## src/rtl/fnd_pkg.sv

```systemverilog
// Shared constants for the FND scan driver: digit count, active-low {a..g}
// segment patterns, decimal-point positions and the BLANK/DRIVE state type.
package fnd_pkg;

    localparam int unsigned NUM_DIGITS = 6;

    localparam logic [6:0] SEG_OFF  = 7'b1111111;
    localparam logic [6:0] SEG_DASH = 7'b1111110;
    localparam logic [6:0] SEG_0    = 7'b0000001;
    localparam logic [6:0] SEG_1    = 7'b1001111;
    localparam logic [6:0] SEG_2    = 7'b0010010;
    localparam logic [6:0] SEG_3    = 7'b0000110;
    localparam logic [6:0] SEG_4    = 7'b1001100;
    localparam logic [6:0] SEG_5    = 7'b0100100;
    localparam logic [6:0] SEG_6    = 7'b0100000;
    localparam logic [6:0] SEG_7    = 7'b0001111;
    localparam logic [6:0] SEG_8    = 7'b0000000;
    localparam logic [6:0] SEG_9    = 7'b0000100;

    // Decimal points sit after the seconds-units and minutes-units digits.
    localparam logic [2:0] DP_IDX_LO = 3'd2;
    localparam logic [2:0] DP_IDX_HI = 3'd4;

    typedef enum logic {ST_BLANK, ST_DRIVE} state_t;

endpackage

```

## src/rtl/bcd_to_seg.sv

```systemverilog
// Combinational BCD to active-low 7-segment {a..g} decoder; codes 10-15
// render as a dash.
module bcd_to_seg
    import fnd_pkg::*;
(
    input  logic [3:0] bcd,
    output logic [6:0] seg
);

    always_comb begin
        seg = SEG_DASH;
        case (bcd)
            4'd0: seg = SEG_0;
            4'd1: seg = SEG_1;
            4'd2: seg = SEG_2;
            4'd3: seg = SEG_3;
            4'd4: seg = SEG_4;
            4'd5: seg = SEG_5;
            4'd6: seg = SEG_6;
            4'd7: seg = SEG_7;
            4'd8: seg = SEG_8;
            4'd9: seg = SEG_9;
            default: seg = SEG_DASH;
        endcase
    end

endmodule

```

## src/rtl/fnd_scan_driver.sv

```systemverilog
// Six-digit common-anode FND scan driver with frame snapshot and BLANK/DRIVE
// anti-ghosting. Optional leading-zero blanking via FND_LZ_BLANK_EN.
module fnd_scan_driver
    import fnd_pkg::*;
#(
    parameter int unsigned CLK_HZ    = 50000000,
    parameter int unsigned SCAN_HZ   = 1000,
    parameter int unsigned BLANK_CYC = 50
) (
    input  logic       clk,
    input  logic       rst,
    input  logic [3:0] t_ms0,
    input  logic [3:0] t_ms1,
    input  logic [3:0] t_s0,
    input  logic [3:0] t_s1,
    input  logic [3:0] t_m0,
    input  logic [3:0] t_m1,
    output logic [6:0] o_seg,
    output logic       o_dp,
    output logic [5:0] o_com
);

    localparam int unsigned DIV = CLK_HZ / SCAN_HZ;
    localparam int unsigned PW  = $clog2(DIV);
    localparam int unsigned BW  = $clog2(BLANK_CYC) + 1;
    localparam logic [PW-1:0] PRE_MAX  = PW'(DIV - 1);
    localparam logic [BW-1:0] BLK_MAX  = BW'(BLANK_CYC - 1);
    localparam logic [2:0]    IDX_LAST = 3'(NUM_DIGITS - 1);

    logic [PW-1:0]                presc_q, presc_d;
    logic [2:0]                   idx_q, idx_d;
    logic [BW-1:0]                blank_q, blank_d;
    state_t                       state_q, state_d;
    logic                         armed_q, armed_d;
    logic [NUM_DIGITS-1:0][3:0]   snap_q, snap_d;
    logic                         tick;
    logic [3:0]                   digit;
    logic [6:0]                   seg_dec, seg_d;
    logic [5:0]                   com_d;
    logic                         dp_d;

    bcd_to_seg u_dec (
        .bcd (digit),
        .seg (seg_dec)
    );

    always_comb begin
        tick    = (presc_q == PRE_MAX);
        presc_d = tick ? '0 : presc_q + 1'b1;
        idx_d   = idx_q;
        snap_d  = snap_q;
        armed_d = armed_q;
        state_d = state_q;
        blank_d = blank_q;

        if (tick) begin
            state_d = ST_BLANK;
            blank_d = '0;
            if (idx_q == IDX_LAST) begin
                idx_d   = '0;
                snap_d  = {t_m1, t_m0, t_s1, t_s0, t_ms1, t_ms0};
                armed_d = 1'b1;
            end else begin
                idx_d = idx_q + 3'd1;
            end
        end else if (state_q == ST_BLANK) begin
            // Stay dark until the first snapshot exists, so the all-zero
            // reset snapshot is never shown on idx5.
            if (armed_q && blank_q == BLK_MAX) begin
                state_d = ST_DRIVE;
                blank_d = '0;
            end else begin
                blank_d = blank_q + 1'b1;
            end
        end

        // Outputs are computed from next-state values so the registered
        // outputs line up with the state register.
        digit = snap_d[idx_d];
        com_d = '1;
        seg_d = SEG_OFF;
        dp_d  = 1'b1;
        if (state_d == ST_DRIVE) begin
            com_d = ~(6'b000001 << idx_d);
            seg_d = seg_dec;
            dp_d  = !(idx_d == DP_IDX_LO || idx_d == DP_IDX_HI);
`ifdef FND_LZ_BLANK_EN
            if (snap_d[5] == 4'd0 && idx_d == 3'd5)
                seg_d = SEG_OFF;
            if (snap_d[5] == 4'd0 && snap_d[4] == 4'd0 && idx_d == 3'd4)
                seg_d = SEG_OFF;
`endif
        end
    end

    always_ff @(posedge clk) begin
        if (rst) begin
            presc_q <= '0;
            idx_q   <= IDX_LAST;
            blank_q <= '0;
            state_q <= ST_BLANK;
            armed_q <= 1'b0;
            snap_q  <= '0;
            o_com   <= '1;
            o_seg   <= SEG_OFF;
            o_dp    <= 1'b1;
        end else begin
            presc_q <= presc_d;
            idx_q   <= idx_d;
            blank_q <= blank_d;
            state_q <= state_d;
            armed_q <= armed_d;
            snap_q  <= snap_d;
            o_com   <= com_d;
            o_seg   <= seg_d;
            o_dp    <= dp_d;
        end
    end

endmodule

```

## config.mk

```make
export PLATFORM = sky130hd
export DESIGN_NAME = fnd_scan_driver
export DESIGN_NICKNAME = d
export VERILOG_FILES = /design/src/rtl/fnd_pkg.sv /design/src/rtl/bcd_to_seg.sv /design/src/rtl/fnd_scan_driver.sv
export SDC_FILE = /design/constraint.sdc
export NUM_CORES = 1
export LEC_CHECK = 0
export ABC_AREA = 1
export CAP_MARGIN = 10
export CORE_MARGIN = 4
export CORE_UTILIZATION = 48
export DETAILED_ROUTE_END_ITERATION = 10
export PLACE_DENSITY = 0.72
export SKIP_CTS_REPAIR_TIMING = 1
export SYNTH_ARGS = -nofsm -noshare
export SYNTH_HDL_FRONTEND = slang
export SYNTH_SLANG_ARGS = --single-unit
```

## constraint.sdc

```tcl
create_clock -name clk -period 3.4 [get_ports clk]
set_input_delay 0.68 -clock clk [delete_from_list [all_inputs] [get_ports clk]]
set_output_delay 0.68 -clock clk [all_outputs]
set_load 0.005 [all_outputs]
```

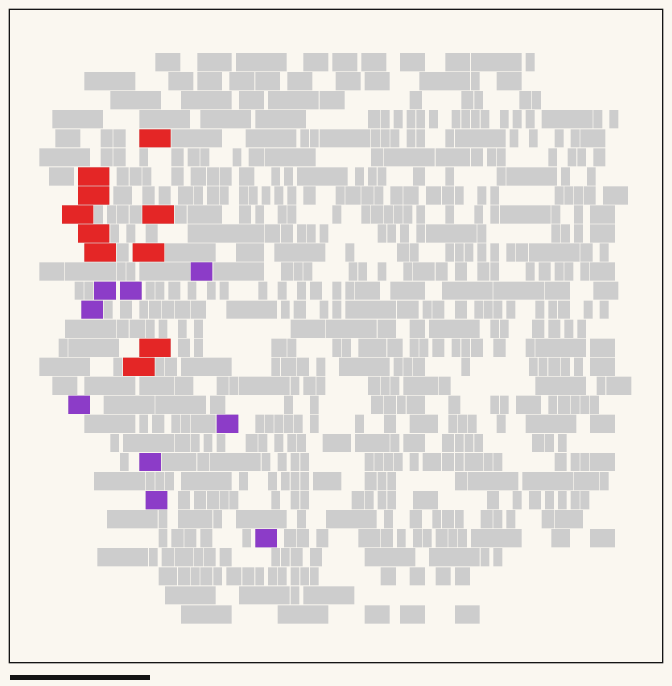
*Selected gate families, run 1*
The bar under the picture is 20 um long.
Red stands for fa/ha/maj cells, cells 10. Purple stands for xor and xnor cells, cells 9.
non-filler instance count after layout: 662
fraction of area in multi-input gates: 0.4575
most frequent logic cell in the layout: nand2_1

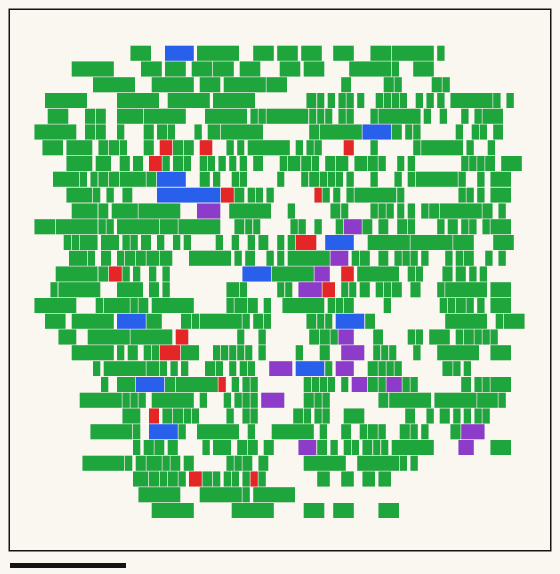
*Drive-strength map, run 1*
The bar under the picture is 20 um long.
Green stands for x1 and smaller, cells 524, share 93%, most used nand2_1. Red stands for x2, cells 16, share 2.8%, most used nand2_2. Purple stands for x3 and x4, cells 15, share 2.7%, most used buf_4. Blue stands for x6 and larger, cells 11, share 1.9%, most used clkbuf_8.
area growth from synthesis to layout: 18.49%
Non-clock buffers: 44
design area: 0.004121 mm2
worst path setup slack after routing: 0.5643 ns

==> impl.org, run 1 <==
* Implementation run

** Power
- Overall power consumption after layout is estimated at 1521 uW.
- The power report attributes to the combinational group a share of 0.047.
- The script extracted a total leakage power of 0.001797 uW.
- The highest supply drop recorded on VDD is about 230 uV.

** Detailed routing
- Detailed routing placed a total of around 500 um of wire on met3.
- Signal nets in the final route climb as high as met4.
- Per the detail_route report, DRC violations left total 0.
- Via-to-Cell Ratio :: 4.946
- The first TritonRoute pass finished after 5 iterations.
- Via count :: 3274

** Synthesis
- Per-instance average area after synthesis :: 6.625 um2
- The area fraction of the largest cell type after synthesis is 0.3799.
- Yosys stat counts 525 cells in the synthesized netlist.
- Of the combinational cells, the family taking the most area is simple AND/OR/NAND/NOR gates.
- Synth async-reset ratio :: 0
- Count of synthesis-stage warnings from yosys :: 0
- Floorplan net count :: 561
- The cell type that accounts for the most area after synthesis is dfxtp_1.
- Yosys xor share :: 0.02266

** Layout
- Sequential cell count :: 66
- Ranked by flip-flop count, first place goes to snap_q.
- Clock buffer cells :: 10
- Signal inverters :: between 40 and 50
- Of all the cell area in the finished design, the clock network holds 0.04948.
- Number of combinational gates with multiple inputs :: 398

** Clocking
- The cell sitting at the root of the clock tree is a clkbuf_8.
- Per the post-CTS timing run, clock transition at the registers of the reported paths is 0.07 ns.
- Count of clock tree sinks :: 66
- Max Buffers Root-to-Sink :: 2

** Critical path
- For reference, the critical path is launched at presc_q[0].
- By startpoint and endpoint, the worst setup path is classified as flop to flop.
- The capture point of the critical path was reported as o_seg[1].
- Sort of element at the end of the critical path :: flop

** Job
- The number of maximum-capacitance violations recorded for the run is 0.
- Number of warnings the tools reported :: 33

** Status
- The run finished with clean final reports.

** Global route
- Met2 demand-to-capacity share in global routing :: 0.3185
- Antenna violations before repair :: 0
- The layer flagged by global routing as most heavily used is met2.

** Floorplan
- Width of the die :: 93.13 um
- The overall die size recorded for this design is approximately 0.0087 mm2.

** Timing
- The end-of-flow timing check tallies setup violations at 0.
- Final hold analysis gives a worst-case slack of approximately 0.48 ns.
- The max-slew check reports its worst relative slack as 0.6478.
- On the final layout, the worst clock skew is 0.006646 ns.

** Placed design
- After legalization and detailed placement, the total HPWL measured 5747 um.
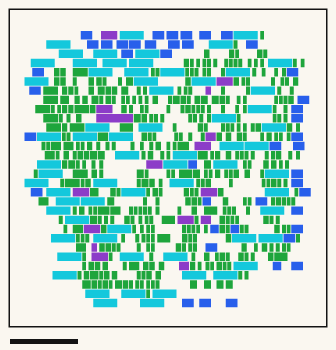
*Cell classes on the final placement, run 1*
The bar under the picture is 20 um long.
Blue stands for remaining buffers and delay cells, cells 44. Cyan stands for registers, cells 66. Purple stands for clock drivers and dummy loads, cells 16. Green stands for remaining logic cells, cells 440.
core area: 0.006907 mm2
sequential cell area share: 0.3206
Post-Route Utilization: 0.5967
Site Rows: 30

### Congestion heat map, run 1

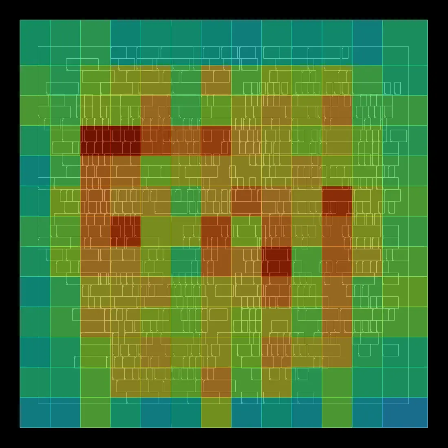

==> inputs of run 2 (changes only) <==
Settings changed: PLACE_DENSITY 0.72 to 0.75.
Clock period 3.4 ns to 2.3 ns, I/O delays scaled along.
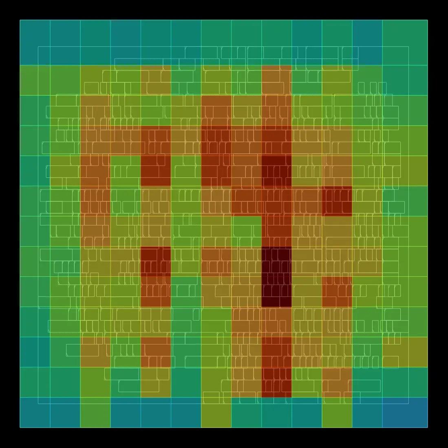
*Congestion heat map, run 2*
aggregate global-route resource usage: 0.1952
wire length per cell after detailed routing: 12.73 um

==> impl.org, run 2 <==
* Implementation run

** Status
- Status :: finished with violations
- Violations in the final reports :: negative setup slack

** Floorplan
- Width of the die :: 93.13 um (unchanged)
- The placeable core region was 0.006907 mm2 (unchanged).

** Job
- The max-cap violation count is 0 (unchanged).

** Synthesis
- Grouping non-sequential cells by family puts the most area in simple AND/OR/NAND/NOR gates.
- The number of nets in the synthesized netlist was 561 (unchanged).
- The count of instantiated cells in the yosys netlist was 525 (unchanged).
- Count of synthesis-stage warnings from yosys :: 0 (unchanged)
- The synthesized area per cell is 6.625 um2 (unchanged).

** Global route
- The global-route track usage on met2 was 0.3431 (+0.02460).

** Layout
- The final instance area was 0.004697 mm2 (+14%).
- Post-Route Utilization :: 0.6801 (+0.08333)
- The register fraction of the total cell area is 0.2818 (-0.03875).
- The logic gate fraction of the total cell area came to 0.4374 (-0.02010).
- The total number of sequential cells came to 66 (unchanged).
- Clock network area share :: 0.04822 (-0.001269)
- Number of combinational gates with multiple inputs :: 399 (+0.25%)
- Non-clock buffers :: 88 (+100%)

** Power
- The combinational share of power is 0.050 (+0.003).
- Worst IR Drop VDD :: 361.8 uV (+61%)

** Critical path
- Critical path destination :: o_seg[3]
- For reference, the critical path is launched at presc_q[0].
- Sort of element at the end of the critical path :: flop

** Timing
- Worst path setup slack after routing :: -0.07599 ns (-0.6403 ns)
- The final-layout worst hold slack is 0.4770 ns (+0.0007780 ns).
- The total of endpoints with negative setup slack in the final report was 5 (+5).
- Clock skew :: 0.006767 ns (+0.0001206 ns)

** Clocking
- Clock-pin slew on the worst setup and hold paths :: 0.08 ns (about the same)
==> inputs of run 3 (changes only) <==
Settings changed: CAP_MARGIN 10 to 20.
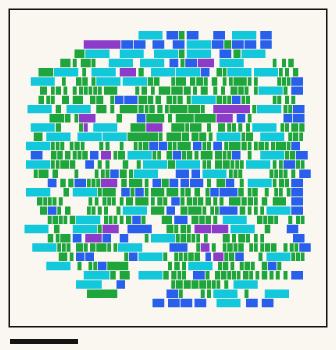
*Cell classes on the final placement, run 3*
The bar under the picture is 20 um long.
Blue stands for remaining buffers and delay cells, cells 88. Green stands for remaining logic cells, cells 441. Cyan stands for registers, cells 66. Purple stands for clock drivers and dummy loads, cells 16.
design area: 0.004697 mm2
sequential cell area share: 0.2818
Post-Route Utilization: 0.6801

==> impl.org, run 3 <==
* Implementation run

** Status
- The flow ran to the end, but the final reports show violations.
- The final reports fail on negative setup slack.

** Global route
- The global routing report lists met1 layer usage as 0.2369.
- Aggregate global-route resource usage :: 0.1952 (unchanged)
- First-pass GRT wire length :: 13860 um
- The global-route track usage on met2 was 0.3431 (unchanged).

** Critical path
- Sort of element at the end of the critical path :: flop
- The worst setup path is of the flop to flop kind.
- Nature of the critical path startpoint :: flop
- Tracing the worst setup path back leads to its startpoint at presc_q[0].
- In this run the worst setup path terminates at o_seg[3].

** Synthesis
- The total number of yosys warnings came to 0 (unchanged).
- The synthesized area per cell came to 6.625 um2 (unchanged).
- Of the combinational cells, the family taking the most area is simple AND/OR/NAND/NOR gates.
- The count of instantiated cells in the yosys netlist is 525 (unchanged).
- Largest area contributor in the synthesized netlist :: dfxtp_1
- Floorplan net count :: 561 (unchanged)

** Layout
- Sequential cell count :: 66 (unchanged)
- Per the layout report, the design carries about 600 filler cells.
- Leaving out filler cells and counting taps, the final layout contains 707.
- Fraction of area in multi-input gates :: 0.4374 (unchanged)
- Non-clock buffers :: 88 (unchanged)
- Clock network area share :: 0.04822 (unchanged)
- Reg area :: 0.001324 mm2
- Number of combinational gates with multiple inputs :: 399 (unchanged)

** Timing
- The final-layout worst hold slack came to 0.4770 ns (unchanged).
- The slack of the critical path came to -0.07599 ns (unchanged).
- Final setup fails :: 5 (unchanged)
- The clock tree skew after final layout came to 0.006767 ns (unchanged).

** Detailed routing
- The final routed wire length divided by cell count came to 12.73 um (unchanged).
- Via-to-Cell Ratio :: ~5.1
- Residual antenna-violating net count after detailed routing :: 0

** Clocking
- The clock-pin slew on the worst setup and hold paths is 0.08 ns (about the same).
- Clk Tree Root Cell :: clkbuf_8

** Min path
- Per the hold report, the tightest min-delay path originates at presc_q[9].

** Power
- The worst ir drop on vdd was 361.8 uV (unchanged).
- The combinational share of power is 0.050 (about the same).

** Floorplan
- Core area :: 0.006907 mm2 (unchanged)
- Width of the die :: 93.13 um (unchanged)

==> screenshots <==
Where the registers sit.
The bar under the picture is 20 um long.
shot_01.png
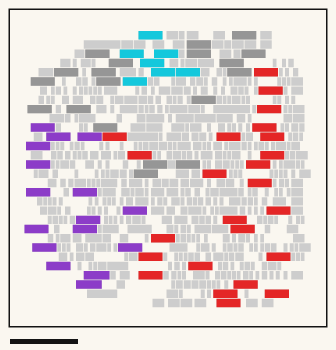
shot_02.png
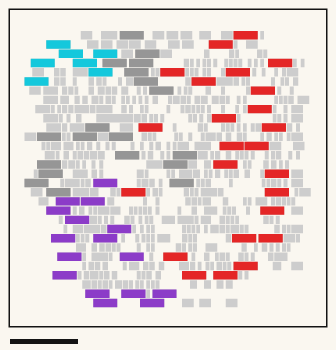
shot_01.png comes from run 3.
shot_02.png comes from run 1.

No activity file was given, so power comes from the tool's default toggle rates.
